[src/rtl/mov_sprite_pkg.sv]
// Shared constants, FSM state encoding and address helper for the moving-sprite loader.
package mov_sprite_pkg;
    localparam int SPRITE_DIM       = 16;
    localparam int PIX_W            = 2;
    localparam int ADDR_W           = 8;
    localparam int SEL_W            = 6;
    localparam int PIX_PER_BYTE     = 4;
    localparam int BYTES_PER_SPRITE = 64;
    localparam int COORD_W          = $clog2(SPRITE_DIM);

    // Address of the final pixel; its write wraps the pixel counter back to 0.
    localparam logic [ADDR_W-1:0] LAST_PIX = ADDR_W'(BYTES_PER_SPRITE * PIX_PER_BYTE - 1);

    typedef enum logic [2:0] {
        IDLE,
        LOAD,
        UNPACK,
        CHECK,
        DONE
    } state_t;

    // y is the low nibble so it advances fastest.
    function automatic logic [ADDR_W-1:0] sprite_addr(input logic [COORD_W-1:0] x,
                                                      input logic [COORD_W-1:0] y);
        return {x, y};
    endfunction
endpackage

[src/rtl/mov_sprite_unpacker.sv]
// Splits a loaded byte into four 2-bit pixels, LSB pair first; wr_en is high the 4 cycles after load.
// No backpressure: the caller must not load again until last has been seen.
module mov_sprite_unpacker
    import mov_sprite_pkg::*;
(
    input  logic             clock,
    input  logic             reset_n,
    input  logic             load,
    input  logic [7:0]       load_data,
    output logic             wr_en,
    output logic [PIX_W-1:0] wr_data,
    output logic             last
);
    logic [5:0] shift_reg;
    logic [1:0] pix_idx;

    assign last = wr_en && (pix_idx == 2'(PIX_PER_BYTE - 1));

    always_ff @(posedge clock or negedge reset_n) begin
        if (!reset_n) begin
            shift_reg <= '0;
            pix_idx   <= '0;
            wr_en     <= 1'b0;
            wr_data   <= '0;
        end else if (load) begin
            // Pixel 0 goes straight to the output; the other three wait in the shifter.
            shift_reg <= load_data[7:2];
            wr_data   <= load_data[1:0];
            pix_idx   <= '0;
            wr_en     <= 1'b1;
        end else if (wr_en) begin
            if (last) begin
                wr_en <= 1'b0;
            end else begin
                wr_data   <= shift_reg[1:0];
                shift_reg <= {2'b00, shift_reg[5:2]};
                pix_idx   <= pix_idx + 2'd1;
            end
        end
    end
endmodule

[src/rtl/mov_sprite_loader.sv]
// Byte-stream sprite pattern loader: command byte + 64 packed bytes -> 256 pixel writes; 1 byte per 5 cycles.
// in_ready drops while a byte unpacks; MOV_SPRITE_LOADER_CHECKSUM_EN adds an XOR trailer check and csum_err.
module mov_sprite_loader
    import mov_sprite_pkg::*;
#(
    parameter int         NUM_SPRITES = 2,
    parameter logic [1:0] CMD_TAG     = 2'b10
) (
    input  logic              clock,
    input  logic              reset_n,
    input  logic              in_valid,
    input  logic [7:0]        in_data,
    output logic              in_ready,
    output logic              wr_en,
    output logic [SEL_W-1:0]  wr_sprite,
    output logic [ADDR_W-1:0] wr_addr,
    output logic [PIX_W-1:0]  wr_data,
    output logic              busy,
    output logic              done,
`ifdef MOV_SPRITE_LOADER_CHECKSUM_EN
    output logic              csum_err,
`endif
    output logic              cmd_err
);
    state_t            state;
    logic [ADDR_W-1:0] pix_cnt;
    logic              xfer;
    logic              cmd_ok;
    logic              unp_load;
    logic              unp_last;
`ifdef MOV_SPRITE_LOADER_CHECKSUM_EN
    logic [7:0]        csum_acc;
`endif

    assign xfer     = in_valid && in_ready;
    assign cmd_ok   = (in_data[7:6] == CMD_TAG) && ({1'b0, in_data[5:0]} < 7'(NUM_SPRITES));
    assign unp_load = (state == LOAD) && xfer;
    assign wr_addr  = sprite_addr(pix_cnt[7:4], pix_cnt[3:0]);

    mov_sprite_unpacker u_unpacker (
        .clock     (clock),
        .reset_n   (reset_n),
        .load      (unp_load),
        .load_data (in_data),
        .wr_en     (wr_en),
        .wr_data   (wr_data),
        .last      (unp_last)
    );

    always_ff @(posedge clock or negedge reset_n) begin
        if (!reset_n) begin
            state     <= IDLE;
            in_ready  <= 1'b0;
            wr_sprite <= '0;
            pix_cnt   <= '0;
            busy      <= 1'b0;
            done      <= 1'b0;
            cmd_err   <= 1'b0;
`ifdef MOV_SPRITE_LOADER_CHECKSUM_EN
            csum_acc  <= '0;
            csum_err  <= 1'b0;
`endif
        end else begin
            done    <= 1'b0;
            cmd_err <= 1'b0;
            if (wr_en) begin
                pix_cnt <= pix_cnt + 8'd1;
            end
            case (state)
                IDLE: begin
                    in_ready <= 1'b1;
                    if (xfer) begin
                        if (cmd_ok) begin
                            wr_sprite <= in_data[5:0];
                            pix_cnt   <= '0;
                            busy      <= 1'b1;
                            state     <= LOAD;
`ifdef MOV_SPRITE_LOADER_CHECKSUM_EN
                            csum_acc  <= '0;
                            csum_err  <= 1'b0;
`endif
                        end else begin
                            cmd_err <= 1'b1;
                        end
                    end
                end
                LOAD: begin
                    if (xfer) begin
                        in_ready <= 1'b0;
                        state    <= UNPACK;
`ifdef MOV_SPRITE_LOADER_CHECKSUM_EN
                        csum_acc <= csum_acc ^ in_data;
`endif
                    end
                end
                UNPACK: begin
                    if (unp_last) begin
                        // Writing the last address means the counter wraps to 0 on this edge.
                        if (pix_cnt == LAST_PIX) begin
`ifdef MOV_SPRITE_LOADER_CHECKSUM_EN
                            state    <= CHECK;
                            in_ready <= 1'b1;
`else
                            state    <= DONE;
`endif
                        end else begin
                            state    <= LOAD;
                            in_ready <= 1'b1;
                        end
                    end
                end
                CHECK: begin
`ifdef MOV_SPRITE_LOADER_CHECKSUM_EN
                    if (xfer) begin
                        csum_err <= (in_data != csum_acc);
                        in_ready <= 1'b0;
                        state    <= DONE;
                    end
`else
                    state    <= IDLE;
                    in_ready <= 1'b0;
`endif
                end
                DONE: begin
                    done     <= 1'b1;
                    busy     <= 1'b0;
                    in_ready <= 1'b1;
                    state    <= IDLE;
                end
                default: begin
                    state    <= IDLE;
                    in_ready <= 1'b0;
                end
            endcase
        end
    end
endmodule

[config.mk]
export PLATFORM = sky130hd
export DESIGN_NAME = mov_sprite_loader
export DESIGN_NICKNAME = d
export VERILOG_FILES = /design/src/rtl/mov_sprite_pkg.sv /design/src/rtl/mov_sprite_unpacker.sv /design/src/rtl/mov_sprite_loader.sv
export SDC_FILE = /design/constraint.sdc
export NUM_CORES = 1
export LEC_CHECK = 0
export CAP_MARGIN = 20
export CORE_UTILIZATION = 44
export DETAILED_ROUTE_END_ITERATION = 10
export GPL_TIMING_DRIVEN = 0
export PLACE_DENSITY = 0.74
export RECOVER_POWER = 25
export SLEW_MARGIN = 30
export SYNTH_ARGS = -nofsm -noshare
export SYNTH_HDL_FRONTEND = slang
export SYNTH_SLANG_ARGS = --single-unit
[constraint.sdc]
create_clock -name clock -period 1.4 [get_ports clock]
set_input_delay 0.42 -clock clock [delete_from_list [all_inputs] [get_ports clock]]
set_output_delay 0.42 -clock clock [all_outputs]
set_load 0.005 [all_outputs]
==> images/metal_density.png <==
12 x 12 tiles, from black (low) to pale yellow (high), scaled to the fullest tile. Values are wire area over tile area, all layers added.
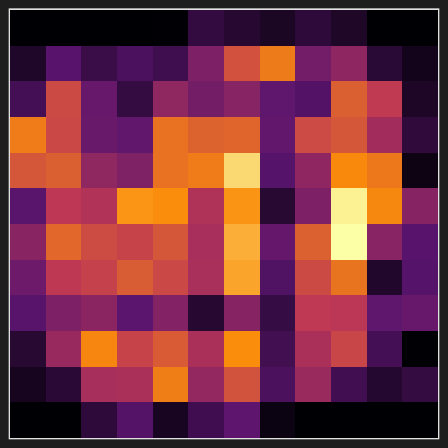
fullest tile	0.39
densest ninth of the die	center
tiles over half the peak	32%
drt total wl: 3170 um
WL/cell: 13.9 um
Via Count: 1166
global-route usage over all layers: 21.8%

==> images/layer_met1.png <==
Supply wires on this layer in gray.
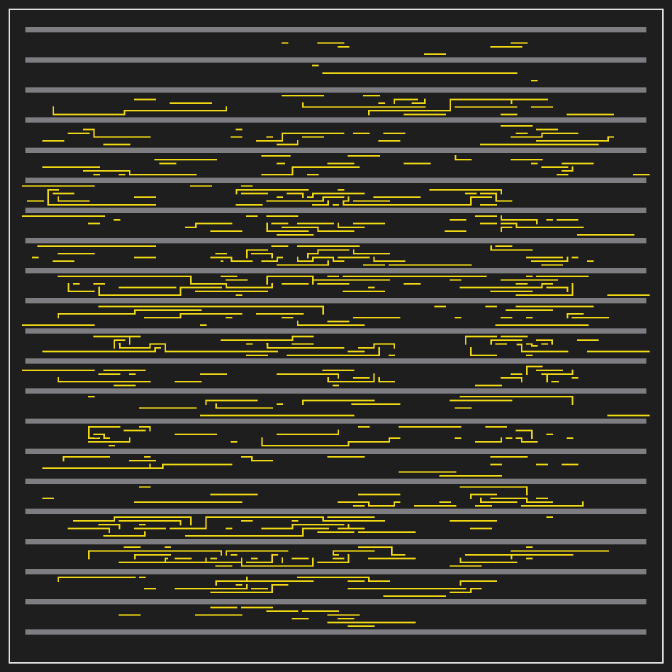
share of all routed wire	43%
nets with wire on the layer	173
met1 GRT Util: 26.4%

==> images/wires.png <==
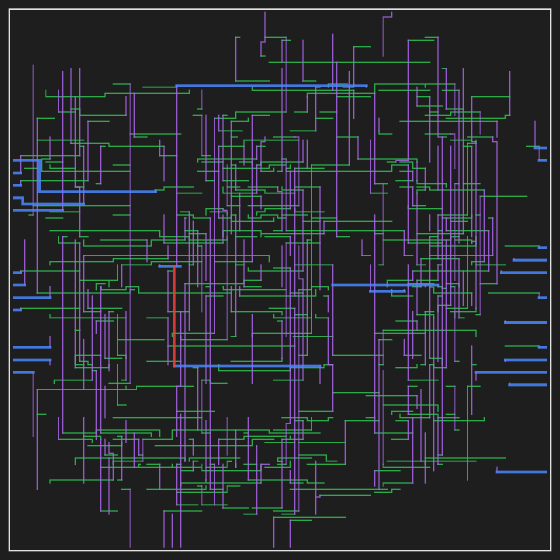
color	layer	wire length
red	metal 4	10.9 um
blue	metal 3	141 um
purple	metal 2	1650 um
green	metal 1	1370 um

==> images/placement.png <==
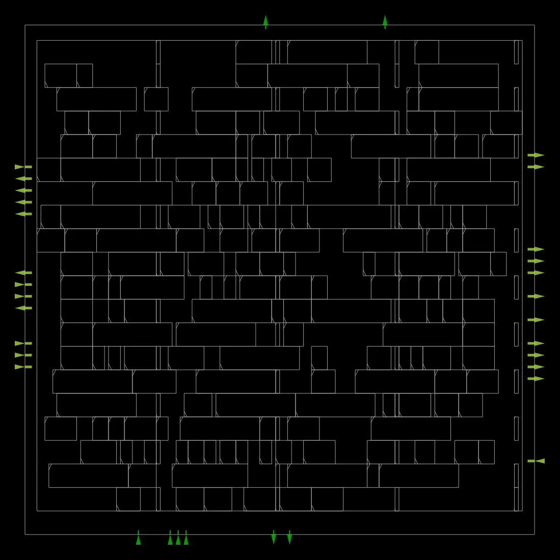
Fill cells: 251
Layout Utilization: 67.2%

==> job_summary.md <==
### Flow metrics

| Metric | Value |
|---|---|
| IO Count | `32` |
| IO Port Bufs | `31` |
| Chip width | `58.9 um` |
| Final Cycle Share | `111%` |
| Count of non-filler cells in the finished layout | `~230` |
| # Cells Yosys | `130` |
| 1st-iter DRT viols | `roughly 50` |
| # setup viols final | `15` |
| Worst Path Arrival | `1.76 ns` |
| Grt ovf | `0` |
| Post-Place Cells | `between 200 and 250` |
| Ys async rst share | `100%` |
| Register area | `~800 um^2` |
| FP Rows | `20` |
| Final ANT Viol Nets | `0` |
| Proportion of layout cells with a drive suffix above 1 | `about a quarter` |
| Chip area | `about 3500 um^2` |
| Drt via density | `approximately 5` |
| Data required time of the critical path | `between 1.5 and 2 ns` |
| Status | `finished with violations` |
| Pwr/cell area | `approximately 1600 nW/um^2` |
| Post-Syn Instances | `about 130` |
| Routability Congestion | `0.811` |
| Yosys reg bits | `32` |
| Floorplan core area | `3050 um^2` |
| Relative slew slack | `a little under half` |
| Layout area overhead | `43.9%` |
| Synth top cell by count | `dfrtp_1` |
| Fin nets | `196` |
| Synth unique cells | `33` |
| Buf/Inv on CP | `2` |
| CP Class | `in -> reg` |
| Yosys warnings | `0` |
| Endpoint class of the critical path | `register` |
| Initial antenna violation count | `0` |
| Area leader, netlist | `dfrtp_1` |
| CP peak stage delay | `around 0.44 ns` |
| Final Total Pwr | `about 3.2 mW` |
| Hold WS | `between 0.15 and 0.2 ns` |
| Post-synth seq share | `between 50 and 60%` |
| Htree depth | `2` |
| Max FFs per register | `8` |
| Clk latency late pin | `0.32 ns` |
| Max Cap Viol | `0` |
| Post-route setup slack | `-0.152 ns` |
| CP max FO | `4` |
| Mapped Avg Cell Area | `between 10 and 15 um^2` |
| FMAX | `around 0.64 GHz` |
| Fin. max-slew vios | `0` |
| Logic area | `649 um^2` |
| RSZ-0062 raised after global routing | `true` |
| CTS buffer count | `5` |
| Die Ht | `just under 60 um` |
| Syn Nets | `roughly 140` |
| Final HPWL DP | `between 2000 and 2500 um` |
| Clock sink count | `32` |
| First-pass GRT wire length | `about 5500 um` |
| Synth top area share | `between 50% and 60%` |
| Largest net degree at the start of global routing | `33` |
| Synth top cells by count | `dfrtp_1 (32), nand2_1 (16), nor2_1 (11), o21ai_0 (11), mux2i_1 (8)` |
| Fp_density | `46.7%` |
| Clock Skews | `0.00678 ns` |
| Remaining DRCs | `0` |
| CP delay by family, top | `buffers and inverters` |
| Cts-stage hold buffer count | `0` |
| HP Class | `in -> async` |
| Clock Tree Root | `clkbuf_4` |
| Post-layout min period | `between 1.5 and 2 ns` |
| Stage-log warning count | `29` |
| Number of global-route vias before repair | `1205` |
| Startpoint types | `primary input` |
| CTS Buffer Depth | `2` |
| Crit-path cells | `clkdlybuf4s50_1, nor3_2, and4b_1, buf_6, mux2_4` |
| Violated checks | `negative setup slack` |
| Peak VDD IR | `980 uV` |
| Leakage | `between 0.9 and 1 nW` |
| Synth area leaders | `dfrtp_1 (56%), mux2i_1 (5.6%), nand2_1 (4.2%)` |
| Antenna Cells | `0` |
| Slowest cell on the critical path | `clkdlybuf4s50_1` |
| Commonest flop | `dfrtp_1` |
| Worst-Margin Slew | `~0.78 ns` |
| Final hold viol count | `0` |
| Yosys chip area | `~1400 um^2` |
| CTS tree | `done` |
| Post-synth EDFFs | `0` |
| First-pass iteration count of the detailed router | `4` |
| Reg clk slew, reported paths | `roughly 0.09 ns` |
| Area of the mapped netlist | `between 1000 and 1500 um^2` |
cell families after synthesis:
logic type / synth area share (%)
adders and majority gates: 1.76
and+or+nand+nor: 19.4
muxes: 7.20
xor gates and xnor gates: 3.69
buffers and inverters: 3.86
DFF: 56.2
AOI/OAI and AO/OA: 7.90
routing by layer:
layer	up-vias	GRT usage [%]	routed length [um]	part of all wire, %
met5	-	0	0	0
met4	0	8.50	10	0.32
met3	2	5.93	141	4.4
met2	34	36.9	1650	52
met1	573	26.4	1370	43
li1	557	-	-	-
through the flow:
step | instance area (um^2) | TNS (ns) | util [%] | worst slack [ns]
3_5_place_dp | 1800 | -14.41 | 58.9 | -0.632
6_report | 2050 | -1.06 | 67.2 | -0.152
2_1_floorplan | 1440 | -0.104 | - | -0.104
5_1_grt | 2050 | -2.11 | 67.2 | -0.200
4_1_cts | 2010 | -0.921 | 65.9 | -0.143
3_3_place_gp | 1800 | -35.19 | 59.1 | -0.668
cells in the final DEF (no fill, tap or decap), drive strengths merged, types with 3 or more instances in the layout:
cell,synthesis,final
clkdlybuf4s50,0,4
nand2,16,16
buf,6,21
o21ai,11,11
a21oi,4,4
dlygate4sd2,0,5
mux2i,8,8
dfrtp,32,32
nand4,4,4
nor2,11,11
and2b,3,3
clkbuf,0,10
xor2,5,5
clkdlybuf4s15,0,18
area by class of cell:
class | count | share of cell area, %
clock buffer | 6 | 2.50
clock inverter | 2 | 0.488
sequential | 32 | 39.2
tap | 44 | 2.68
multi-input combinational | 90 | 31.7
buffer | 5 | 2.56
timing repair buffer | 47 | 20.5
inverter | 2 | 0.366
power breakdown:
| group | internal, mW | total (mW) | switching (mW) |
|---|---|---|---|
| logic | 0.716 | 1.32 | 0.607 |
| registers | 1.19 | 1.36 | 0.168 |
| clock network | 0.239 | 0.537 | 0.298 |
path summary, 6_finish.rpt:
path | to | start | depth (start not counted) | slack (ns)
max in group asynchronous | state[0] | reset_n | 1 | 0.69
hold reg to reg | wr_sprite[3] | wr_sprite[3] | 1 | 0.49
hold / removal | wr_addr[0] | reset_n | 1 | 0.16
min in group clock | u_unpacker.shift_reg[5] | in_data[7] | 3 | 0.46
setup / recovery | wr_sprite[0] | in_data[4] | 5 | -0.15
setup reg to reg | wr_sprite[0] | in_ready | 5 | -0.12
what timing repair did:
action                     4_1_cts  5_1_grt
setup buffers                   13        3
gates cloned                     0        0
resized                         60       12
pin swaps                        4        4
setup endpoints to repair       46       29
No activity file was given, so power comes from the tool's default toggle rates.
